`config.mk`:
```
export PLATFORM = sky130hd
export DESIGN_NAME = keypad_scan_in
export DESIGN_NICKNAME = d
export VERILOG_FILES = /design/src/rtl/keypad_scan_in.sv
export SDC_FILE = /design/constraint.sdc
export NUM_CORES = 1
export LEC_CHECK = 0
export CAP_MARGIN = 15
export CELL_PAD_IN_SITES_DETAIL_PLACEMENT = 0
export CELL_PAD_IN_SITES_GLOBAL_PLACEMENT = 1
export CORE_MARGIN = 2
export CORE_UTILIZATION = 44
export DETAILED_ROUTE_END_ITERATION = 8
export DONT_BUFFER_PORTS = 1
export HOLD_SLACK_MARGIN = 0.15
export PLACE_DENSITY = 0.81
export SLEW_MARGIN = 20
export SYNTH_ARGS = -nofsm -noshare
export SYNTH_HDL_FRONTEND = slang
export SYNTH_SLANG_ARGS = --single-unit
```
`constraint.sdc`:
```
create_clock -name clock -period 4.9 [get_ports clock]
set_input_delay 0.98 -clock clock [delete_from_list [all_inputs] [get_ports clock]]
set_output_delay 0.98 -clock clock [all_outputs]
set_load 0.01 [all_outputs]
```
`src/rtl/keypad_scan_in.sv`:
```
// 4x4 matrix keypad scanner with frame debounce and a key-event FIFO read over the I/O bus.
// Optional auto-repeat of a held single key is built when KB_AUTOREPEAT_EN is defined.
module keypad_scan_in #(
    parameter int SCAN_DIV     = 1000,
    parameter int DEBOUNCE_CNT = 4,
    parameter int FIFO_DEPTH   = 4,
    parameter int REPEAT_DELAY = 50,
    parameter int REPEAT_RATE  = 10
) (
    input  logic        clock,
    input  logic        reset,
    input  logic        kbcs,
    input  logic        kbread,
    input  logic [1:0]  kbaddr,
    output logic [15:0] kbrdata,
    output logic [3:0]  row_o,
    input  logic [3:0]  col_i,
    output logic        kb_irq
);

    localparam int DIV_W = $clog2(SCAN_DIV);
    localparam int DEB_W = $clog2(DEBOUNCE_CNT + 1);
    localparam int PTR_W = $clog2(FIFO_DEPTH);

    function automatic logic [3:0] key_code(input logic [15:0] map);
        key_code = 4'h0;
        for (int i = 0; i < 16; i++) begin
            if (map[i]) key_code = 4'(i);
        end
    endfunction

    logic [DIV_W-1:0] div;
    logic [1:0]       row;
    logic [3:0]       col_meta;
    logic [3:0]       col_sync;
    logic [15:0]      snapshot;
    logic [15:0]      prev_frame;
    logic [15:0]      stable;
    logic [DEB_W-1:0] deb_cnt;
    logic [DEB_W-1:0] deb_next;

    logic        row_end;
    logic        frame_end;
    logic [15:0] frame_snap;
    logic        stable_load;
    logic        map_change;
    logic        press_evt;
    logic        rep_push;
    logic [3:0]  rep_code;

    assign row_o      = ~(4'b0001 << row);
    assign row_end    = (div == DIV_W'(SCAN_DIV - 1));
    assign frame_end  = row_end && (row == 2'd3);
    // Row 3 columns are folded in here so the frame-end compare sees the whole frame.
    assign frame_snap = {~col_sync, snapshot[11:0]};

    always_comb begin
        deb_next = '0;
        if (frame_snap == prev_frame) begin
            deb_next = (deb_cnt == DEB_W'(DEBOUNCE_CNT)) ? deb_cnt : deb_cnt + DEB_W'(1);
        end
    end

    assign stable_load = frame_end && (deb_next == DEB_W'(DEBOUNCE_CNT));
    assign map_change  = stable_load && (frame_snap != stable);
    assign press_evt   = stable_load && (stable == 16'h0000) && $onehot(frame_snap);

    // NOTE: reset is synchronous, so it is tested inside the clocked block rather than in the sensitivity list.
    always_ff @(posedge clock) begin
        if (!reset) begin
            div        <= '0;
            row        <= 2'd0;
            col_meta   <= 4'hF;
            col_sync   <= 4'hF;
            snapshot   <= 16'h0000;
            prev_frame <= 16'h0000;
            stable     <= 16'h0000;
            deb_cnt    <= '0;
        end else begin
            col_meta <= col_i;
            col_sync <= col_meta;
            if (row_end) begin
                div <= '0;
                row <= row + 2'd1;
                snapshot[{row, 2'b00} +: 4] <= ~col_sync;
            end else begin
                div <= div + DIV_W'(1);
            end
            if (frame_end) begin
                prev_frame <= frame_snap;
                deb_cnt    <= deb_next;
            end
            if (stable_load) stable <= frame_snap;
        end
    end

`ifdef KB_AUTOREPEAT_EN
    localparam int REP_MAX = (REPEAT_DELAY > REPEAT_RATE) ? REPEAT_DELAY : REPEAT_RATE;
    localparam int REP_W   = $clog2(REP_MAX + 1);

    logic [REP_W-1:0] rep_cnt;
    logic [REP_W-1:0] rep_next;
    logic             rep_armed;
    logic             rep_first;
    logic             rep_due;

    assign rep_next = rep_cnt + REP_W'(1);
    assign rep_due  = rep_first ? (rep_next == REP_W'(REPEAT_DELAY))
                                : (rep_next == REP_W'(REPEAT_RATE));
    assign rep_push = frame_end && rep_armed && !press_evt && !map_change && rep_due;
    assign rep_code = key_code(stable);

    always_ff @(posedge clock) begin
        if (!reset) begin
            rep_cnt   <= '0;
            rep_armed <= 1'b0;
            rep_first <= 1'b0;
        end else if (frame_end) begin
            if (press_evt) begin
                rep_cnt   <= '0;
                rep_armed <= 1'b1;
                rep_first <= 1'b1;
            end else if (map_change) begin
                rep_cnt   <= '0;
                rep_armed <= 1'b0;
            end else if (rep_armed) begin
                if (rep_due) begin
                    rep_cnt   <= '0;
                    rep_first <= 1'b0;
                end else begin
                    rep_cnt <= rep_next;
                end
            end
        end
    end
`else
    // Without auto-repeat the repeat timing has no effect; only press events are queued.
    assign rep_push = 1'b0 && (REPEAT_DELAY > 0) && (REPEAT_RATE > 0);
    assign rep_code = 4'h0;
`endif

    logic [3:0]       fifo_mem [FIFO_DEPTH];
    logic [PTR_W-1:0] wr_ptr;
    logic [PTR_W-1:0] rd_ptr;
    logic [PTR_W:0]   count;
    logic             overflow;
    logic             nonempty;
    logic             full;
    logic             rd_sel;
    logic             data_rd;
    logic             stat_rd;
    logic             push_req;
    logic             push;
    logic             pop;
    logic             drop;
    logic [3:0]       push_code;

    assign nonempty  = (count != '0);
    assign full      = (count == (PTR_W + 1)'(FIFO_DEPTH));
    assign rd_sel    = kbcs && kbread;
    assign data_rd   = rd_sel && (kbaddr == 2'b00);
    assign stat_rd   = rd_sel && (kbaddr == 2'b10);
    assign push_req  = press_evt || rep_push;
    assign push      = push_req && !full;
    assign drop      = push_req && full;
    assign pop       = data_rd && nonempty;
    assign push_code = press_evt ? key_code(frame_snap) : rep_code;
    assign kb_irq    = nonempty;

    always_ff @(posedge clock) begin
        if (!reset) begin
            wr_ptr   <= '0;
            rd_ptr   <= '0;
            count    <= '0;
            overflow <= 1'b0;
        end else begin
            if (push) wr_ptr <= wr_ptr + PTR_W'(1);
            if (pop)  rd_ptr <= rd_ptr + PTR_W'(1);
            case ({push, pop})
                2'b10:   count <= count + (PTR_W + 1)'(1);
                2'b01:   count <= count - (PTR_W + 1)'(1);
                default: count <= count;
            endcase
            if (drop) begin
                overflow <= 1'b1;
            end else if (stat_rd) begin
                overflow <= 1'b0;
            end
        end
    end

    // NOTE: the FIFO storage is not reset; the pointers and count alone define which entries are valid.
    always_ff @(posedge clock) begin
        if (push) fifo_mem[wr_ptr] <= push_code;
    end

    always_comb begin
        kbrdata = 16'h0000;
        if (rd_sel) begin
            case (kbaddr)
                2'b00:   kbrdata = {11'b0, nonempty, nonempty ? fifo_mem[rd_ptr] : 4'h0};
                2'b10:   kbrdata = {8'b0, 4'(count), 1'b0, overflow, full, nonempty};
                default: kbrdata = 16'h0000;
            endcase
        end
    end

endmodule

```
==> flow_metrics.py, run 1 <==
# Auto-generated metrics
metrics = {
    "status": {
        "outcome": "complete, but fails checks",
        "violations": "setup timing",
    },
    "floorplan": {
        "rows": 38,
        "dieWidth_um": 108,
        "core-area_sq_mm": 0.0107,
        "io_pins": 31,
        "dieArea_sq_mm": 0.0117,
        "num_tap_cells": 140,
    },
    "final_layout": {
        "largest_class": "combinational gates",
        "nNonClkInverters": 39,
        "logic_area_sq_mm": 0.00254,
        "buf_share": 0.0349,
        "fill_cells": 1026,
        "drive_above_1_share": 0.125,
        "comb_share": 0.482,
        "regArea_sq_mm": 0.00203,
        "clock_cell_area_share": 0.0377,
        "antenna_cells": 0,
        "seq-cell-share": 0.384,
        "nClkBuffers": 11,
        "flops": 93,
        "comb_cells": 358,
    },
    "pwr": {
        "peakVddDrop_uv": 150,
        "p_total_mw": 1.36,
        "p_leak_nw": 1.99,
        "powerDensity_mw_per_mm2": 258,
    },
    "logic_synthesis": {
        "common_cells": "dfxtp_1 (77), nor2_1 (57), nand2_1 (42), inv_1 (38), a21oi_1 (32)",
        "ys_chip_area_sq_mm": 0.00479,
        "edf_count": 16,
        "ff_type": "dfxtp_1",
        "synth_top_cell_by_count": "dfxtp_1",
        "aoi_share": 0.102,
        "synthTopCellsByArea": "dfxtp_1 (32%), edfxtp_1 (10%), ha_1 (4.7%), fa_1 (4.6%), nor2_1 (4.5%)",
        "synth_warnings": 0,
        "ys_top_logic_family": "simple AND/OR/NAND/NOR gates",
        "postSynthCellCount": 522,
        "async_reset_ff_frac": 0,
        "synth-simple-area-share": 0.208,
        "top_cell_area_share": 0.322,
        "yosysCellCount": 522,
        "xor_share": 0.0531,
        "yosysSeqAreaShare": 0.422,
        "synth.avg_cell_area_sq_um": 9.17,
        "yosysUniqueCellTypes": 51,
        "ys_sh_adder": 0.0931,
        "numSynthFlops": 93,
        "yosys.area.top_type": "dfxtp_1",
    },
    "setup_path": {
        "end_kind": "flip-flop",
        "crit_buf_inv": 5,
        "worstPathArrival_ns": 5.37,
        "crit_type": "flip-flop to flip-flop",
        "critPathLaunchType": "flip-flop",
        "worstPathMaxFanout": 3,
        "cpMaxStageDelayCell": "fa_1",
        "slowest_delay_ns": 0.51,
        "crit_top_cell": "fa_1",
        "worstPathRequired_ns": 5.19,
    },
    "clock_network": {
        "cts_sinks": 93,
        "htree_num_levels": 3,
        "cts_tree": "done",
        "hold_buffers": 0,
        "cts-root-buf": "clkbuf_8",
        "cts.path.max_buffers": 2,
        "clkTransAtPathRegs_ns": 0.08,
        "cts_setup_buffers": 2,
        "clock_latency_ns": 0.37,
    },
    "route": {
        "routed.top_layer": "met4",
        "first_pass_iters": 4,
        "viasPerCell": 5.44,
        "drtIter0Drc": 226,
        "met1Wirelength_um": 4880,
        "drcViolationCount": 0,
        "wl_um": 10800,
        "ant_nets": 0,
        "dr_wl_met2_um": 5330,
        "wl_per_cell_um": 16.1,
        "wl_met3_um": 390,
    },
    "global_routing": {
        "antenna_found_initial": 0,
        "grt_pass1_vias": 3618,
        "grt_use_met1": 0.238,
        "grt-ovfl-total": 0,
        "grtUsageTotal": 0.194,
        "grt_pass1_wl_um": 17600,
        "grt_max_degree": 56,
        "met2_usage": 0.335,
        "busiest_layer": "met2",
    },
    "timing": {
        "fin_ws_ns": -0.182,
        "clock_skew_ns": 0.00845,
        "worst_pin_slew_ns": 1.05,
        "finalCritPeriodShare": 1.04,
        "max-slew-margin-rel": 0.295,
        "finalCriticalPeriod_ns": 5.08,
        "slew_viol_final": 0,
        "hold_viol": 0,
        "setup-tns-final_ns": -0.322,
        "setup_violations": 2,
        "rsz0062_at_grt": "yes",
        "clock.fmax_mhz": 197,
    },
    "placed_design": {
        "dp_hpwl_um": 7620,
        "pre_cts_ws_ns": -0.206,
        "gp_congestion": 0.922,
    },
    "hold_path": {
        "hp-class": "flip-flop to flip-flop",
    },
    "job": {
        "tool_warnings": 37,
        "drv_cap": 0,
    },
}
==> run 1: path summary, 6_finish.rpt <==
kind	depth (start not counted)	start	endpoint	slack, ns
worst max-delay path	21	snapshot[9]$_SDFFE_PN0P_	count[2]$_SDFFE_PN0P_	-0.18
worst min-delay path	1	col_meta[2]$_SDFF_PN1_	col_sync[2]$_SDFF_PN1_	0.42
worst max register to register	21	snapshot[9]$_SDFFE_PN0P_	count[2]$_SDFFE_PN0P_	-0.18
worst min register to register	1	col_meta[2]$_SDFF_PN1_	col_sync[2]$_SDFF_PN1_	0.42
==> run 1: power by group <==
group	total, mW	switching, mW	leakage [nW]	internal [mW]
Clock	0.522	0.271	0.100	0.251
Combinational	0.0569	0.0395	1.08	0.0174
Sequential	0.782	0.00424	0.811	0.778
Total	1.36	0.315	1.99	1.05
==> run 1: metrics by stage <==
step | hold slack (ns) | area [sq um] | std cells | util
CTS | 0.419 | 5220 | 670 | 0.486
finish | 0.416 | 5270 | 670 | 0.491
global route | 0.439 | 5270 | 670 | 0.491
detailed placement | 0.397 | 5000 | 652 | 0.465
floorplan | 0.386 | 4860 | 530 | -
global placement | 0.391 | 5000 | 652 | 0.465
==> run 1: cell usage in the layout (no fill, tap or decap), types with 15 or more instances in the layout <==
master    netlist  routed
dfxtp_1        77      73
nor2_1         57      57
nand2_1        42      42
inv_1          38      34
a21oi_1        32      31
buf_4           9      23
xor2_1         22      22
nor4_1         19      17
nand4_1        17      17
ha_1           18      16
edfxtp_1       16      16
mux2i_1        15      15
==> run 1: flip-flops by register name, summed over array words and instances, names as in the netlist, named ones only <==
name,count
deb_cnt,3
prev_frame,16
fifo_mem,16
row,2
count,3
col_sync,4
rd_ptr,2
overflow,1
div,10
col_meta,4
stable,16
wr_ptr,2
snapshot,12
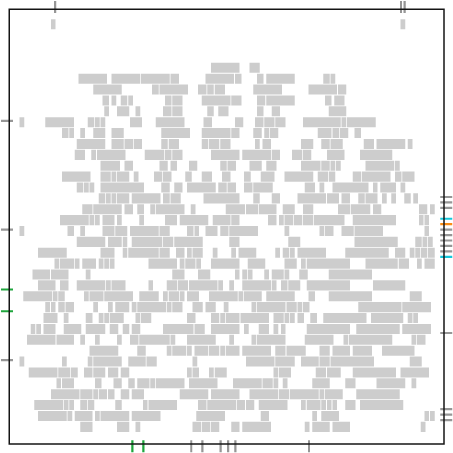
Run 1: pin map
Drawn at 4 px/um. Pins as bars across the die edge, other pins in grey.
colour	port	pins	direction	edge
green	row_o	4	output	2 west, 2 south
orange	kbread	1	input	east
cyan	kbaddr	2	input	east
Vert. Die Dim: 108 um
port buffer count: 0

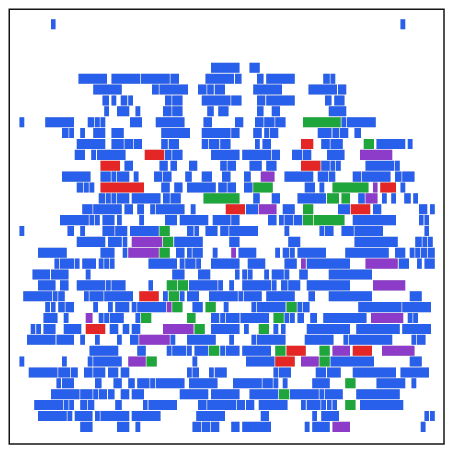
Run 1: sizing map
Drawn at 4 px/um.
colour	size	cells	share
green	x3 and x4	32	6.0%
blue	x1 and smaller	464	88%
purple	x2	21	4.0%
red	x6 and larger	13	2.5%
Synth-to-Final Area Change: 10.2%
Non-clock buffers: 24
worst setup margin: -0.182 ns

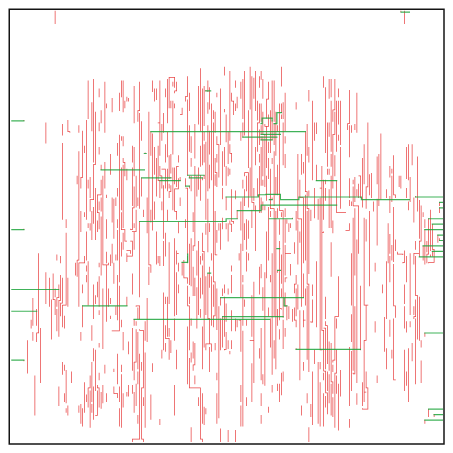
Run 1: routed metal, one colour a layer
Drawn at 4 px/um. Two of the layers only.
colour	layer	wire length
green	M3	391 um
red	M2	5330 um

--- run 2 (diff from run 1) ---
--- a/config.mk
+++ b/config.mk
@@ -10,11 +10,11 @@
 export CELL_PAD_IN_SITES_GLOBAL_PLACEMENT = 1
 export CORE_MARGIN = 2
 export CORE_UTILIZATION = 44
+export CTS_CLUSTER_DIAMETER = 60
 export DETAILED_ROUTE_END_ITERATION = 8
 export DONT_BUFFER_PORTS = 1
 export HOLD_SLACK_MARGIN = 0.15
 export PLACE_DENSITY = 0.81
-export SLEW_MARGIN = 20
 export SYNTH_ARGS = -nofsm -noshare
 export SYNTH_HDL_FRONTEND = slang
 export SYNTH_SLANG_ARGS = --single-unit
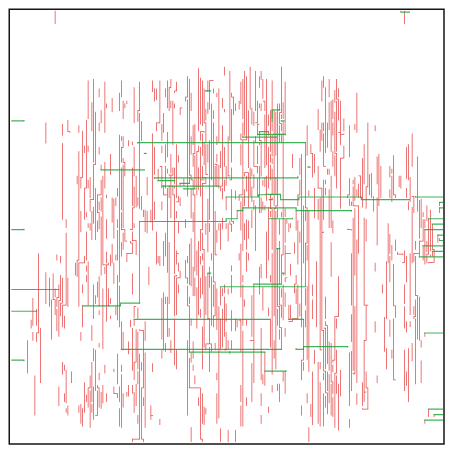
Run 2: routed metal, one colour a layer
Drawn at 4 px/um. Two of the layers only.
colour	layer	wire length
green	M3	483 um
red	M2	5270 um
final wirelength: 10800 um
WL/cell: 16.2 um

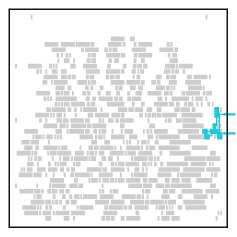
Run 2: I/O nets highlighted
Drawn at 2 px/um.
colour	port	bits	direction	edge	end cells	wire
cyan	kbaddr	2	input	east	10	47.8 um

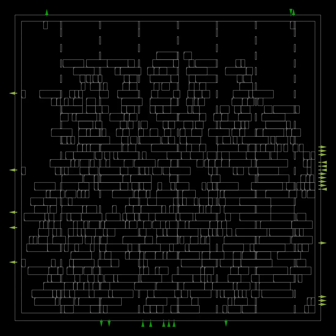
Run 2: cell placement
row count: 38
Seq/total area: 0.385
Final Core Density: 0.490

==> run 2 against run 1 <==
Compared with the run above: the run still ends with setup timing left; clock skew increased by 0.0019 ns; routed wire length increased by 0.17%; via count decreased by 0.11%; fmax about the same; area after synthesis unchanged; largest power group unchanged; combinational power increased by 0.7%; design area decreased by 0.21%; flip-flop count unchanged; worst hold slack about the same; critical path depth unchanged.
==> flow_metrics.py, run 2 <==
# Auto-generated metrics
metrics = {
    "pwr": {
        "powerDensity_mw_per_mm2": 259,
        "p_leak_nw": 1.99,
        "peakVddDrop_uv": 150,
        "p_total_mw": 1.36,
    },
    "route": {
        "met1Wirelength_um": 4800,
        "viasPerCell": 5.44,
        "dr_wl_met2_um": 5270,
        "routed.top_layer": "met4",
        "wl_met3_um": 483,
    },
    "global_routing": {
        "grt_use_met1": 0.238,
        "grt-ovfl-total": 0,
        "grt_pass1_vias": 3618,
        "antenna_found_initial": 0,
    },
    "logic_synthesis": {
        "synthTopCellsByArea": "dfxtp_1 (32%), edfxtp_1 (10%), ha_1 (4.7%), fa_1 (4.6%), nor2_1 (4.5%)",
        "yosysSeqAreaShare": 0.422,
        "synth.avg_cell_area_sq_um": 9.17,
        "ys_top_logic_family": "simple AND/OR/NAND/NOR gates",
        "yosys.area.top_type": "dfxtp_1",
        "top_cell_area_share": 0.322,
        "postSynthCellCount": 522,
        "ys_sh_adder": 0.0931,
        "ys_chip_area_sq_mm": 0.00479,
        "async_reset_ff_frac": 0,
        "synth_top_cell_by_count": "dfxtp_1",
    },
    "timing": {
        "hold_viol": 0,
        "setup-tns-final_ns": -0.327,
        "slew_viol_final": 0,
        "fin_ws_ns": -0.185,
        "finalCritPeriodShare": 1.04,
        "setup_violations": 2,
    },
    "floorplan": {
        "dieWidth_um": 108,
        "num_tap_cells": 140,
        "core-area_sq_mm": 0.0107,
        "die_h_um": 108,
        "io_pins": 31,
    },
    "final_layout": {
        "fill_cells": 1026,
        "buffers": 24,
        "stdcell_count": 670,
        "antenna_cells": 0,
        "regArea_sq_mm": 0.00203,
        "comb_share": 0.481,
        "flops": 93,
        "drive_above_1_share": 0.125,
        "fin_area_sq_mm": 0.00526,
        "nNonClkInverters": 39,
        "layout.cells.most_common": "dfxtp_1",
    },
    "job": {
        "tool_warnings": 37,
    },
    "hold_path": {
        "hp-class": "flip-flop to flip-flop",
        "min_from": "col_meta[3]$_SDFF_PN1_",
        "whs_path_depth": 1,
    },
    "status": {
        "outcome": "complete, but fails checks",
        "violations": "setup timing",
    },
    "placed_design": {
        "dp_hpwl_um": 7620,
        "place_area_sq_mm": 0.00500,
        "portBuffers": 0,
        "place_inst": 652,
        "pre_cts_ws_ns": -0.206,
    },
    "setup_path": {
        "end_kind": "flip-flop",
        "r2r_setup_slack_ns": -0.19,
        "worstPathMaxFanout": 3,
        "worstReg2RegEnd": "count[2]$_SDFFE_PN0P_",
        "rr_worst_depth": 21,
    },
    "clock_network": {
        "hold_buffers": 0,
        "cts.path.max_buffers": 2,
        "clkTransAtPathRegs_ns": 0.09,
        "htree_num_levels": 3,
    },
}
## run 2: cell counts after synthesis
Identical to the previous run, type by type.
## run 2: worst max path at each step
| stage | from | endpoint | slack [ns] | cells past startpoint |
|---|---|---|---|---|
| 4_1_cts | snapshot[7]$_SDFFE_PN0P_ | count[2]$_SDFFE_PN0P_ | -0.20 | 21 |
| 5_1_grt | snapshot[9]$_SDFFE_PN0P_ | count[2]$_SDFFE_PN0P_ | -0.39 | 21 |
| 2_1_floorplan | snapshot[9]$_SDFFE_PN0P_ | count[2]$_SDFFE_PN0P_ | -0.19 | 22 |
| 6_report | snapshot[9]$_SDFFE_PN0P_ | count[2]$_SDFFE_PN0P_ | -0.19 | 21 |
| 3_5_place_dp | snapshot[0]$_SDFFE_PN0P_ | count[2]$_SDFFE_PN0P_ | -0.21 | 21 |
| 3_3_place_gp | snapshot[0]$_SDFFE_PN0P_ | count[2]$_SDFFE_PN0P_ | -0.11 | 21 |
## run 2: report_power, final
part           internal, mW  switching (mW)  total (mW)
Clock                 0.251           0.273       0.524
Combinational        0.0175          0.0398      0.0573
Sequential            0.778         0.00423       0.782
Total                  1.05           0.317        1.36
## run 2: critical path, stage by stage, from the launching register on
cell	delay, ns
dfxtp_2	0.35
inv_4	0.04
fa_1	0.51
fa_1	0.51
inv_1	0.05
fa_1	0.50
inv_1	0.05
fa_1	0.49
inv_2	0.05
ha_4	0.15
fa_1	0.48
nor4_2	0.15
nand3_1	0.12
nor3_2	0.17
nand4_1	0.15
or2_4	0.31
ha_4	0.16
inv_2	0.05
fa_2	0.19
xor2_1	0.07
or3_1	0.33
a21oi_2	0.12
## run 2: repair_timing
item	in CTS	in global routing
gates resized	5	9
buffers inserted	2	0
endpoints found under the setup margin	2	28
pin swaps	11	8
Power and IR drop assume default switching activity.
